**Run 1: M2 wires**

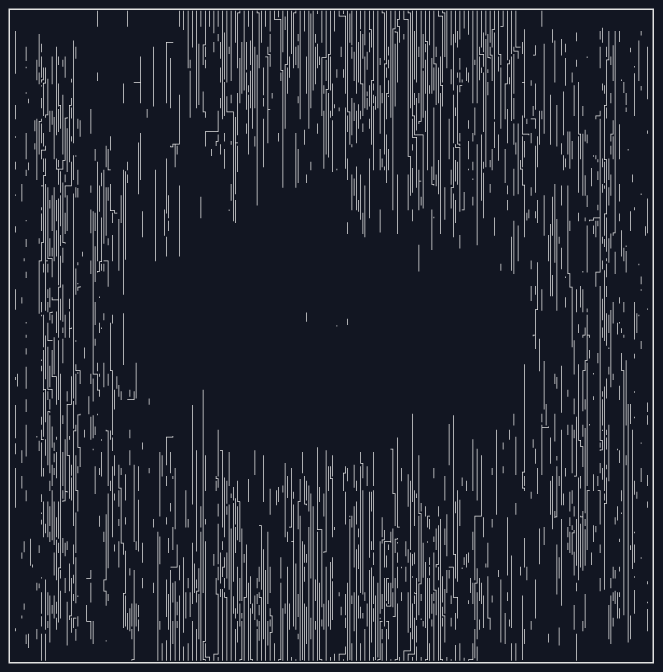
**Run 1: gate-type map**

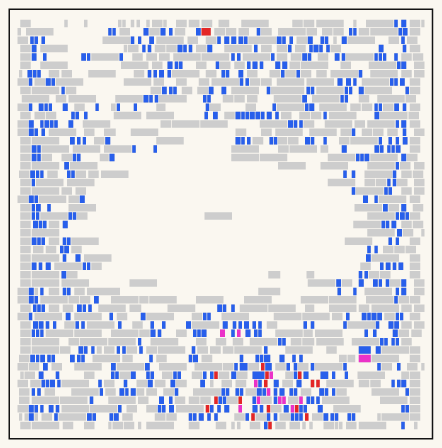
**Run 1: cell area per tile**

14 x 14 tiles, from white (low) to dark blue (high), 0 to 100% covered.
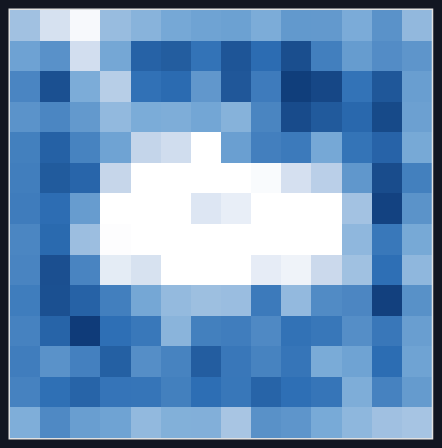
## src/rtl/id_ex_stage.sv

```systemverilog
// ID/EX pipeline register with load-use hazard detection, bubble insertion and EX-redirect squash.
// Optional bubble counter enabled by defining ID_EX_PERF_CNT_EN.
module id_ex_stage #(
  parameter int REG_NUM_BITWIDTH = 5,
  parameter int WORD_BITWIDTH    = 32,
  parameter int CTRL_BITWIDTH    = 8
) (
  input  logic                        clk,
  input  logic                        rst,
  input  logic                        id_valid,
  input  logic [WORD_BITWIDTH-1:0]    id_pc,
  input  logic [REG_NUM_BITWIDTH-1:0] id_rs1,
  input  logic [REG_NUM_BITWIDTH-1:0] id_rs2,
  input  logic [REG_NUM_BITWIDTH-1:0] id_rd,
  input  logic                        id_uses_rs1,
  input  logic                        id_uses_rs2,
  input  logic [WORD_BITWIDTH-1:0]    id_rs1_data,
  input  logic [WORD_BITWIDTH-1:0]    id_rs2_data,
  input  logic [WORD_BITWIDTH-1:0]    id_imm,
  input  logic [CTRL_BITWIDTH-1:0]    id_ctrl,
  input  logic                        id_mem_read,
  input  logic                        id_reg_write,
  input  logic                        ex_flush,
  input  logic                        mem_stall,
  output logic                        stall_out,
  output logic                        ex_valid,
  output logic [WORD_BITWIDTH-1:0]    ex_pc,
  output logic [WORD_BITWIDTH-1:0]    ex_imm,
  output logic [WORD_BITWIDTH-1:0]    ex_rs1_data,
  output logic [WORD_BITWIDTH-1:0]    ex_rs2_data,
  output logic [REG_NUM_BITWIDTH-1:0] ex_rs1,
  output logic [REG_NUM_BITWIDTH-1:0] ex_rs2,
  output logic [REG_NUM_BITWIDTH-1:0] ex_rd,
  output logic [CTRL_BITWIDTH-1:0]    ex_ctrl,
  output logic                        ex_mem_read,
  output logic                        ex_reg_write,
  output logic [31:0]                 bubble_count
);

  logic                        valid_q, valid_d;
  logic                        mem_read_q, mem_read_d;
  logic                        reg_write_q, reg_write_d;
  logic [WORD_BITWIDTH-1:0]    pc_q, imm_q, rs1_data_q, rs2_data_q;
  logic [REG_NUM_BITWIDTH-1:0] rs1_q, rs2_q, rd_q;
  logic [CTRL_BITWIDTH-1:0]    ctrl_q;

  logic hit_rs1, hit_rs2, load_use;
  logic capture, squash;

  // Only a load still sitting in EX can create a hazard; x0 never does.
  assign hit_rs1  = id_uses_rs1 && (id_rs1 == rd_q);
  assign hit_rs2  = id_uses_rs2 && (id_rs2 == rd_q);
  assign load_use = id_valid && valid_q && mem_read_q && (rd_q != '0) && (hit_rs1 || hit_rs2);

  assign stall_out = mem_stall || (load_use && !ex_flush);

  assign squash  = !mem_stall && (ex_flush || load_use);
  assign capture = !mem_stall && !ex_flush && !load_use;

  always_comb begin
    valid_d     = valid_q;
    mem_read_d  = mem_read_q;
    reg_write_d = reg_write_q;
    if (squash) begin
      valid_d     = 1'b0;
      mem_read_d  = 1'b0;
      reg_write_d = 1'b0;
    end else if (capture) begin
      valid_d     = id_valid;
      mem_read_d  = id_valid && id_mem_read;
      reg_write_d = id_valid && id_reg_write && (id_rd != '0);
    end
  end

  always_ff @(posedge clk or posedge rst) begin
    if (rst) begin
      valid_q     <= 1'b0;
      mem_read_q  <= 1'b0;
      reg_write_q <= 1'b0;
    end else begin
      valid_q     <= valid_d;
      mem_read_q  <= mem_read_d;
      reg_write_q <= reg_write_d;
    end
  end

  // Payload fields only move on a real capture; bubbles leave them untouched.
  always_ff @(posedge clk or posedge rst) begin
    if (rst) begin
      pc_q       <= '0;
      imm_q      <= '0;
      rs1_data_q <= '0;
      rs2_data_q <= '0;
      rs1_q      <= '0;
      rs2_q      <= '0;
      rd_q       <= '0;
      ctrl_q     <= '0;
    end else if (capture) begin
      pc_q       <= id_pc;
      imm_q      <= id_imm;
      rs1_data_q <= id_rs1_data;
      rs2_data_q <= id_rs2_data;
      rs1_q      <= id_rs1;
      rs2_q      <= id_rs2;
      rd_q       <= id_rd;
      ctrl_q     <= id_ctrl;
    end
  end

  assign ex_valid     = valid_q;
  assign ex_mem_read  = mem_read_q;
  assign ex_reg_write = reg_write_q;
  assign ex_pc        = pc_q;
  assign ex_imm       = imm_q;
  assign ex_rs1_data  = rs1_data_q;
  assign ex_rs2_data  = rs2_data_q;
  assign ex_rs1       = rs1_q;
  assign ex_rs2       = rs2_q;
  assign ex_rd        = rd_q;
  assign ex_ctrl      = ctrl_q;

`ifdef ID_EX_PERF_CNT_EN
  logic [31:0] bubble_count_q, bubble_count_d;

  always_comb begin
    bubble_count_d = bubble_count_q;
    if (!mem_stall && !ex_flush && load_use && (bubble_count_q != 32'hFFFF_FFFF))
      bubble_count_d = bubble_count_q + 32'd1;
  end

  always_ff @(posedge clk or posedge rst) begin
    if (rst) bubble_count_q <= '0;
    else     bubble_count_q <= bubble_count_d;
  end

  assign bubble_count = bubble_count_q;
`else
  assign bubble_count = 32'd0;
`endif

endmodule

```

## config.mk

```make
export PLATFORM = sky130hd
export DESIGN_NAME = id_ex_stage
export DESIGN_NICKNAME = d
export VERILOG_FILES = /design/src/rtl/id_ex_stage.sv
export SDC_FILE = /design/constraint.sdc
export NUM_CORES = 1
export LEC_CHECK = 0
export ABC_AREA = 1
export CORE_AREA = 2 2 135 137
export DETAILED_ROUTE_END_ITERATION = 10
export DIE_AREA = 0 0 137 139
export PLACE_DENSITY = 0.83
export SETUP_SLACK_MARGIN = 0.02
export SYNTH_ARGS = -nofsm -noshare
export SYNTH_HDL_FRONTEND = slang
export SYNTH_SLANG_ARGS = --single-unit
export TNS_END_PERCENT = 100
```

## constraint.sdc

```tcl
create_clock -name clk -period 5.33 [get_ports clk]
set_input_delay 0.7995 -clock clk [delete_from_list [all_inputs] [get_ports clk]]
set_output_delay 0.7995 -clock clk [all_outputs]
set_load 0.02 [all_outputs]
```

==> notes.md, run 1 <==
Figures from the flow reports.

Floorplanning:
- The run gives the top-level port count as 347.
- Per the OpenROAD floorplan log, the width of the die is ~140 microns.

Critical path:
- The run gives the logic depth of the worst register-to-register path as 11.
- The timing report gives the worst reg2reg path a setup slack of 2.42 ns.
- The run gives the type of element launching the critical path as an input pin.
- Looking at the reg2reg group, the worst path ends at ex_imm[22]$_DFFE_PP0P_.
- Max fanout on the critical path was recorded as approximately 70.
- The run gives the start point of the critical path as id_rs2[4].
- The run gives the critical path capture point as stall_out.
- The run gives the required time of the worst setup path as 4.53 ns.

Run status:
- The flow ran to the end, and the final reports show no timing, DRC or antenna violations.

Run:
- In this run the maximum-capacitance check reported violations numbering 0.
- The run puts the total tool warning count at 26.

Cells and area:
- The repair_antennas step left the layout with diodes totalling 0.
- In the layout the commonest cells are sky130_fd_sc_hd__nand2_1, sky130_fd_sc_hd__clkdlybuf4s50_1, sky130_fd_sc_hd__nand3_1.
- The final report gives the standard cell area, fillers excluded, as approximately 10000 sq um.
- According to the finish report, the design has a final net count of 1214.
- The area growth from synthesis to layout is 56.9%.

STA:
- Setup repair after global routing left no endpoint under its margin.
- After layout, the setup clock skew is reported as 0.00824 ns.
- The run gives the count of endpoints failing hold in the final timing report as 0.
- The pin closest to its max-slew limit shows a slew of 0.913 ns.
- The run gives the final worst setup slack as 1.45 ns.
- The last timing report of the flow puts the setup violation total at 0.
- The run puts the post-layout minimum cycle time at a little under 4 ns.

Place:
- The final weighted congestion recorded by global placement is 0.886.
- The run gives the count of port buffers added during placement as about 310.
- The run gives the worst slack at placement as ~1.4 ns.

Yosys:
- The run gives the synthesis-stage register bit count as 154.
- Per Yosys stat, the portion of area used by sequential elements is about 60%.
- The run gives the average instance area after synthesis as 8.56 sq um.
- The run gives the yosys synthesis warning count as 0.
- The run puts the yosys synthesis chip area at 6560 sq um.
- The run puts the share of the synthesized area in the top cell type at 58.8%.

CTS:
- The run puts the count of hold-fix buffers inserted at cts at 0.
- Clock tree synthesis selected as its root buffer the cell sky130_fd_sc_hd__clkbuf_16.
- The run puts the clock insertion delay at the later pin of the skew report at ~0.41 ns.
- The run gives the clock tree from TritonCTS as yes.
- The run puts the CTS buffer count at 17.
- Buffers added to address setup during post-CTS repair amount to 0.
- The run puts the count of clock tree sinks at between 150 and 200.
- The run puts the number of H-tree levels at 4.

Min path:
- The most critical min-delay path falls under reg -> reg.

Global routing:
- Across every metal layer, demand over resource in global routing totals 19.8%.
- The initial antenna violation count came to 0.

Drt:
- The run puts the iteration count of the initial detailed-routing pass at 4.

Power and ir drop:
- The run gives the final total power as roughly 3.5 mW.
- The run puts the power per unit of standard cell area at 341 nW/um^2.
## Picture notes: 'M2 wires'
nets with wire on the layer	964
share of all routed wire	48%
longest straight run	52.1 microns
main direction	vertical
wire length on this layer	9060 microns
drt total wl: 19000 microns
via count: 6088
met2 Resource Use GR: 31.9%

## Picture notes: 'gate-type map'
colour	family	cells	most used	where
red	inverters	16	inv_1	bottom centre
magenta	NOR gates	12	nor2_1	bottom centre
blue	NAND gates	500	nand2_1	all over the die
logic gate fraction of the total cell area: 22.2%
leading cell type in the layout, fill and taps excluded: sky130_fd_sc_hd__nand2_1
number of non-filler instances in the completed layout: 1296

## Picture notes: 'cell area per tile'
mean over tiles	53%
fullest tile	95%
tiles over 75% full	18%
nearly empty tiles	11%
emptiest ninth of the die	centre
initial standard-cell utilization of the core: 37.1%
end-of-flow core utilization: 58.3%
Core Footprint: 17700 sq um

run 1: power by group:
group	switching [mW]	internal, mW	total [mW]	leakage [nW]
clock	0.530	0.711	1.24	0.297
sequential	0.0852	1.31	1.40	1.91
combinational	0.450	0.421	0.870	2.87
run 1: state kept, by name, summed over array words and instances, names as in the netlist:
name          cells
ex_rs1            5
ex_valid          1
ex_pc            32
ex_reg_write      1
ex_mem_read       1
ex_rs1_data      32
ex_rd             5
ex_ctrl           8
ex_rs2            5
ex_imm           32
ex_rs2_data      32
run 1: cell usage after synthesis (all sizes together):
| master | n |
|---|---|
| nand2 | 341 |
| inv | 16 |
| buf | 79 |
| nor3 | 1 |
| conb | 1 |
| nand3b | 2 |
| o21bai | 1 |
| dfrtp | 154 |
| nand3 | 155 |
| clkbuf | 3 |
| nor2 | 11 |
| nand4 | 2 |
run 1: final cells by class:
type	count	area [sq um]	share of cell area (%)
multi-input combinational	545	2280	22.2
clock inverter	15	175	1.70
clock buffer	17	425	4.14
timing repair buffer	320	3200	31.1
sequential	154	3850	37.5
tap	229	287	2.79
inverter	16	65.1	0.633
run 1: cells by family (layout without fill, tap and decap cells):
family	count (synthesis)	count (layout)	synth area share [%]
AND/OR/NAND/NOR	512	512	32.5
flip-flops	154	154	58.8
buffers and inverters	98	368	8.51
other	1	32	0.0572
AND-OR/OR-AND	1	1	0.115
run 1: routing by layer:
metal | vias to the layer above | GRT usage [%] | part of all wire, %
li1 | 2944 | - | -
met1 | 2847 | 23.9 | 40
met2 | 258 | 31.9 | 48
met3 | 39 | 6.58 | 9.1
met4 | 0 | 8.84 | 2.8
met5 | - | 0 | 0
run 1: how the worst min path moves through the flow:
stage	from	endpoint	slack (ns)	cells past startpoint
finish	ex_rs1_data[29]$_DFFE_PP0P_	ex_rs1_data[29]$_DFFE_PP0P_	0.47	2
global route	ex_rs2_data[15]$_DFFE_PP0P_	ex_rs2_data[15]$_DFFE_PP0P_	0.49	2
CTS	ex_pc[27]$_DFFE_PP0P_	ex_pc[27]$_DFFE_PP0P_	0.47	2
detailed placement	ex_rs1_data[18]$_DFFE_PP0P_	ex_rs1_data[18]$_DFFE_PP0P_	0.46	2
global placement	ex_rs1_data[8]$_DFFE_PP0P_	ex_rs1_data[8]$_DFFE_PP0P_	0.45	2
floorplan	ex_ctrl[7]$_DFFE_PP0P_	ex_ctrl[7]$_DFFE_PP0P_	0.58	2
run 1: worst max-delay path, cell delays in order:
cell,delay (ns)
sky130_fd_sc_hd__clkdlybuf4s50_1,0.50
sky130_fd_sc_hd__inv_1,0.05
sky130_fd_sc_hd__nand2_1,0.05
sky130_fd_sc_hd__nand2_1,0.05
sky130_fd_sc_hd__nor2_1,0.12
sky130_fd_sc_hd__nand3_1,0.07
sky130_fd_sc_hd__nand2_1,0.11
sky130_fd_sc_hd__nand2_4,0.38
sky130_fd_sc_hd__o21bai_1,0.29
sky130_fd_sc_hd__clkdlybuf4s50_1,0.63
==> run 2, diff against run 1 <==
CORE_AREA = default   (was 2 2 135 137)
CORE_MARGIN = 2   (was default)
CORE_UTILIZATION = 36   (was default)
DIE_AREA = default   (was 0 0 137 139)
clock period = 3.5 ns   (was 5.33 ns; I/O delays follow)
==> run 2 against run 1 <==
  * Clock skew barely moved
  * First-iteration DRC count rose by 30%
  * Via count rose by 1.1%
  * Critical endpoint unchanged
  * Largest cell class unchanged
  * Highest routed layer unchanged
==> notes.md, run 2 <==
Figures from the flow reports.

Critical path:
- The run puts the slack of the worst reg-to-reg path at 1.38 ns.
- The run gives the required time of the worst setup path as between 2 and 3 ns.
- The run puts the logic depth of the worst register-to-register path at 10.
- The run gives the largest stage delay on the critical path as 0.63 ns.
- STA classifies the critical path startpoint as an input pin.
- The run gives the most used cell along the critical path as sky130_fd_sc_hd__nand2_1.

Min path:
- The path class of the tightest hold or removal check is in -> async.

Cells and area:
- The run puts the number of inserted diodes at 0.
- The run puts the final net count at 1214.
- The library cells used most frequently in the layout, excluding fill and tap cells, are sky130_fd_sc_hd__nand2_1, sky130_fd_sc_hd__clkdlybuf4s50_1, sky130_fd_sc_hd__nand3_1.
- Cells fill 57.5% of the core in the end.

Yosys:
- The synthesized netlist has a Yosys-reported chip area of roughly 6600 sq um.
- Summing the sequential cell areas from Yosys gives 58.8% of the chip area.
- The run puts the fraction of registers with async set or reset after synthesis at 100%.
- The most frequently used library cell after synthesis is sky130_fd_sc_hd__nand2_1.
- The commonest cells after synthesis are sky130_fd_sc_hd__nand2_1, sky130_fd_sc_hd__nand3_1, sky130_fd_sc_hd__dfrtp_1, sky130_fd_sc_hd__buf_4, sky130_fd_sc_hd__buf_2.
- The run puts the average instance area after synthesis at between 8 and 9 sq um.
- The run gives the share of the synthesized area in the top cell type as roughly three fifths.

CTS:
- The run gives the CTS buffer count as 17.
- The clock net in this run drives a total of between 150 and 200 sinks.

Place:
- The run puts the worst slack at placement at 0.572 ns.
- The run gives the count of port buffers added during placement as 314.

Run status:
- The flow ran to the end, and the final reports show no timing, DRC or antenna violations.

STA:
- The run gives the count of endpoints failing hold in the final timing report as 0.
- Setup repair after global routing left no endpoint under its margin.
- The run puts the worst-margin pin slew at around 0.85 ns.

Floorplanning:
- The run puts the core footprint at 17900 sq um.
- The run puts the initial core utilization at 36.6%.
- The run puts the top-level port count at 347.

Power and ir drop:
- Per the breakdown, switching nets consume a little under a third of all power.
- The run gives the net switching power of the design as 1.59 mW.
- Sequential cells account for 41.2% of the total power.
[run 2: cell count changes in the layout (fill, tap and decap cells not counted), moves of 3 or more]
cell | before | now
sky130_fd_sc_hd__inv_6 | 7 | 4
sky130_fd_sc_hd__clkinvlp_4 | 1 | 6
sky130_fd_sc_hd__buf_12 | 1 | 6
sky130_fd_sc_hd__buf_4 | 5 | 0
sky130_fd_sc_hd__inv_8 | 4 | 1
[run 2: area by class of cell]
class | count | area share, %
Clock buffer | 18 | 4.26
Sequential cell | 154 | 37.4
Inverter | 16 | 0.620
Multi-Input combinational cell | 545 | 22.1
Tap cell | 229 | 2.78
Timing Repair Buffer | 320 | 31.7
Clock inverter | 14 | 1.08
[run 2: layer usage]
layer / vias to the layer above / global-route usage [%] / share of wire (%)
met2: 285 / 31.9 / 49
met4: 0 / 8.08 / 2.7
li1: 2933 / - / -
met1: 2899 / 24.9 / 40
met5: - / 0 / 0
met3: 39 / 6.39 / 8.9
[run 2: metrics by stage]
step           cells  hold WS [ns]  area [sq um]  total power, mW
2_1_floorplan    797         0.578          6680             2.78
3_3_place_gp    1264         0.452          9750             3.47
3_5_place_dp    1264         0.457          9750             3.50
4_1_cts         1296         0.385         10300             5.23
5_1_grt         1296         0.399         10300             5.43
6_report        1296         0.404         10300             5.17
[run 2: cells by family after synthesis]
logic type / count (synthesis) / share of synthesized area, %
and+or+nand+nor: 512 / 32.5
other: 1 / 0.0572
AOI/OAI and AO/OA: 1 / 0.115
DFF: 154 / 58.8
buffers and inverters: 98 / 8.51
[run 2: how the worst max path moves through the flow]
stage          cells after the start      start  slack [ns]                     end
2_1_floorplan                      1        rst        1.03  ex_ctrl[0]$_DFFE_PP0P_
3_3_place_gp                      10  id_rs2[4]        0.63               stall_out
3_5_place_dp                      10  id_rs2[4]        0.57               stall_out
4_1_cts                           10  id_rs2[4]        0.57               stall_out
5_1_grt                           10  id_rs2[4]        0.45               stall_out
6_report                          10  id_rs2[4]        0.59               stall_out
[run 2: power groups by stage]
| stage | sequential (mW) | clock (mW) | combinational [mW] |
|---|---|---|---|
| 6_report | 2.13 | 1.71 | 1.33 |
| 5_1_grt | 2.16 | 1.84 | 1.43 |
| 4_1_cts | 2.13 | 1.76 | 1.34 |
| 3_5_place_dp | 2.16 | 0 | 1.34 |
| 3_3_place_gp | 2.15 | 0 | 1.32 |
| 2_1_floorplan | 2.43 | 0 | 0.350 |
[run 2: critical path, delay by kind of cell]
family          cells  cell delay (ns)
simple gates        6             0.51
buf+inv             3             1.20
compound gates      1             0.13
**Run 2: M2 wires**

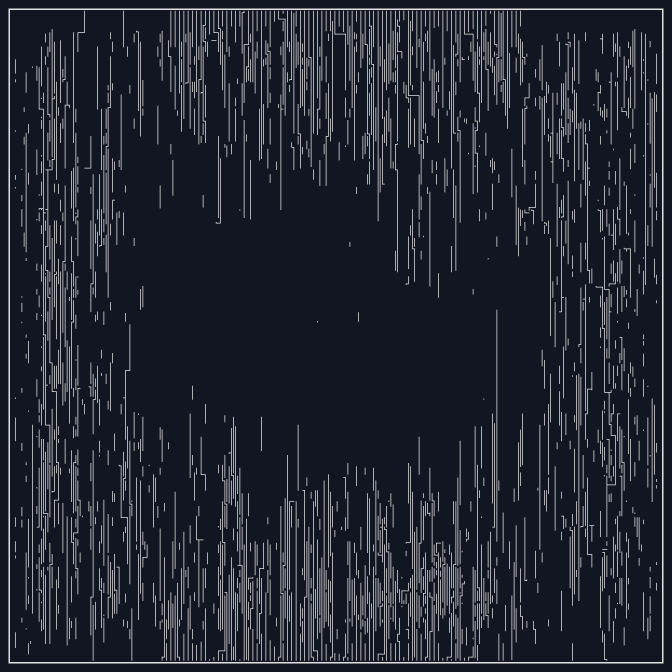
longest straight run	53.4 microns
nets with wire on the layer	980
drt total wl: 19200 microns
met2 Resource Use GR: 31.9%
via count: 6156

**Run 2: signal wires by layer**

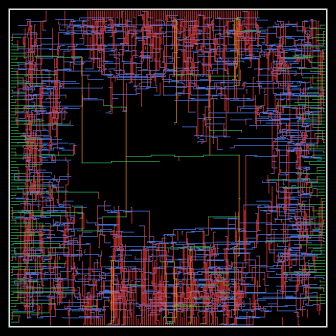

==> run 3, diff against run 2 <==
CORE_AREA = 2 2 135 137   (was default)
CORE_MARGIN = default   (was 2)
CORE_UTILIZATION = default   (was 36)
DIE_AREA = 0 0 137 139   (was default)
clock period = 2.79 ns   (was 3.5 ns; I/O delays follow)
**Run 3: signal wires by layer**

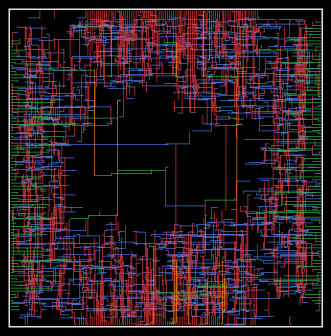
colour	layer	wire length
green	met3	1840 microns
blue	met1	7380 microns
red	met2	9410 microns
orange	met4	464 microns

==> run 3 against run 2 <==
  * First-iteration DRC count shrank 10%
  * Worst hold slack better by 0.064 ns
  * Global-route usage is 0.17 points higher
  * Area after synthesis stayed put
  * Cell area rose by 0.73%
  * Sequential power increased by 25%
==> notes.md, run 3 <==
Figures from the flow reports.

Yosys:
- Counting flops with an async set or reset pin after synthesis yields a share of 100%.
- Yosys instantiated no cell more often than sky130_fd_sc_hd__nand2_1.
- The synthesized design contains approximately 150 register bits.
- In the synthesized netlist the dominant register cell turns out to be sky130_fd_sc_hd__dfrtp_1.
- The run puts the number of enable flip-flop cells at 0.

Critical path:
- The run gives the type of element launching the critical path as a flip-flop.
- Among the stages of the critical path, the cell type that occurs most often is sky130_fd_sc_hd__nand2_1.

CTS:
- The clock drives 154 sinks.
- The run gives the buffer cell driving the clock tree root as sky130_fd_sc_hd__clkbuf_16.
- The run gives the total setup buffers inserted after CTS as 0.
- The run gives the number of H-tree levels as 4.

Run:
- The run gives the number of max-cap violations as 0.
- The number of warnings reported in the stage logs is 26.

Global routing:
- Routing resource usage on met2 recorded by global route was approximately a third.

Drt:
- Before antenna repair, the detailed router went through 5 iterations.

Power and ir drop:
- The run puts the sequential group share of total power at 40.2%.
- The run gives the design internal power as 4.61 mW.

Floorplanning:
- The run puts the core footprint at 17700 sq um.

STA:
- Looking at the max-slew report, the worst-margin pin has a slew of 0.541 ns.
- In the final run the clock tree shows a worst skew of 0.0116 ns.

Cells and area:
- The run puts the tally of non-filler cells in the final layout at about 1300.
- The run puts the final net count at 1219.
- The final report gives the core utilization as between 50% and 60%.

Run status:
- The flow ran to the end, and the final reports show no timing, DRC or antenna violations.
## run 3: cell counts after synthesis
No cell type changed its count.
## run 3: path summary, 6_finish.rpt
path / startpoint / endpoint / slack, ns / cells after the start
max in group asynchronous: rst / ex_imm[19]$_DFFE_PP0P_ / 1.93 / 3
hold reg to reg: ex_rs1[2]$_DFFE_PP0P_ / ex_rs1[2]$_DFFE_PP0P_ / 0.47 / 2
min in group asynchronous: rst / ex_rs2_data[11]$_DFFE_PP0P_ / 0.48 / 3
setup reg to reg: ex_rd[4]$_DFFE_PP0P_ / ex_rs1_data[28]$_DFFE_PP0P_ / 0.68 / 11
hold / removal: ex_rs1[2]$_DFFE_PP0P_ / ex_rs1[2]$_DFFE_PP0P_ / 0.47 / 2
setup / recovery: ex_rd[4]$_DFFE_PP0P_ / stall_out / 0.14 / 9
## run 3: metrics by stage
step	hold slack [ns]	setup slack [ns]
final	0.468	0.142
after global routing	0.484	0.0220
after CTS	0.474	0.143
after detailed placement	0.457	0.192
after global placement	0.452	0.207
after floorplan	0.531	0.427
## run 3: logic make-up after synthesis
| family | Yosys count | share of synthesized area, % |
|---|---|---|
| AND/OR/NAND/NOR | 512 | 32.5 |
| flip-flops | 154 | 58.8 |
| buffers and inverters | 98 | 8.51 |
| AND-OR/OR-AND | 1 | 0.115 |
| other | 1 | 0.0572 |
## run 3: cell type report
cell class	count	area [sq um]	area share, %
clock buffer	18	439	4.23
multi-input combinational	545	2280	22.0
inverter	16	63.8	0.615
tap	229	287	2.76
timing repair buffer	325	3300	31.8
sequential	154	3850	37.2
clock inverter	14	149	1.44
## run 3: power by group through the flow
stage                     clock (mW)  sequential, mW  combinational [mW]
final                           2.30            2.67                1.67
after global routing            2.45            2.70                1.81
after CTS                       2.35            2.67                1.69
after detailed placement           0            2.71                1.69
after global placement             0            2.70                1.66
after floorplan                    0            3.05               0.439
## run 3: layer usage
metal  share of wire [%]  vias up  routed length (microns)
met3                 9.7       36                     1840
met2                  49      272                     9410
met4                 2.4        0                      464
met5                   0        -                        0
li1                    -     2954                        -
met1                  39     2867                     7380
## run 3: worst reg2reg max path, stage by stage (launching register included)
cell and delay (ns):
sky130_fd_sc_hd__dfrtp_1 0.44, sky130_fd_sc_hd__inv_1 0.15, sky130_fd_sc_hd__nand2_1 0.06, sky130_fd_sc_hd__nand2_1 0.09, sky130_fd_sc_hd__nor2_1 0.05, sky130_fd_sc_hd__nand3_1 0.07, sky130_fd_sc_hd__nand2_1 0.08, sky130_fd_sc_hd__nand2_4 0.06
sky130_fd_sc_hd__buf_4 0.25, sky130_fd_sc_hd__buf_4 0.51, sky130_fd_sc_hd__nand3_1 0.16, sky130_fd_sc_hd__nand2_1 0.12
Power and IR drop assume default switching activity.
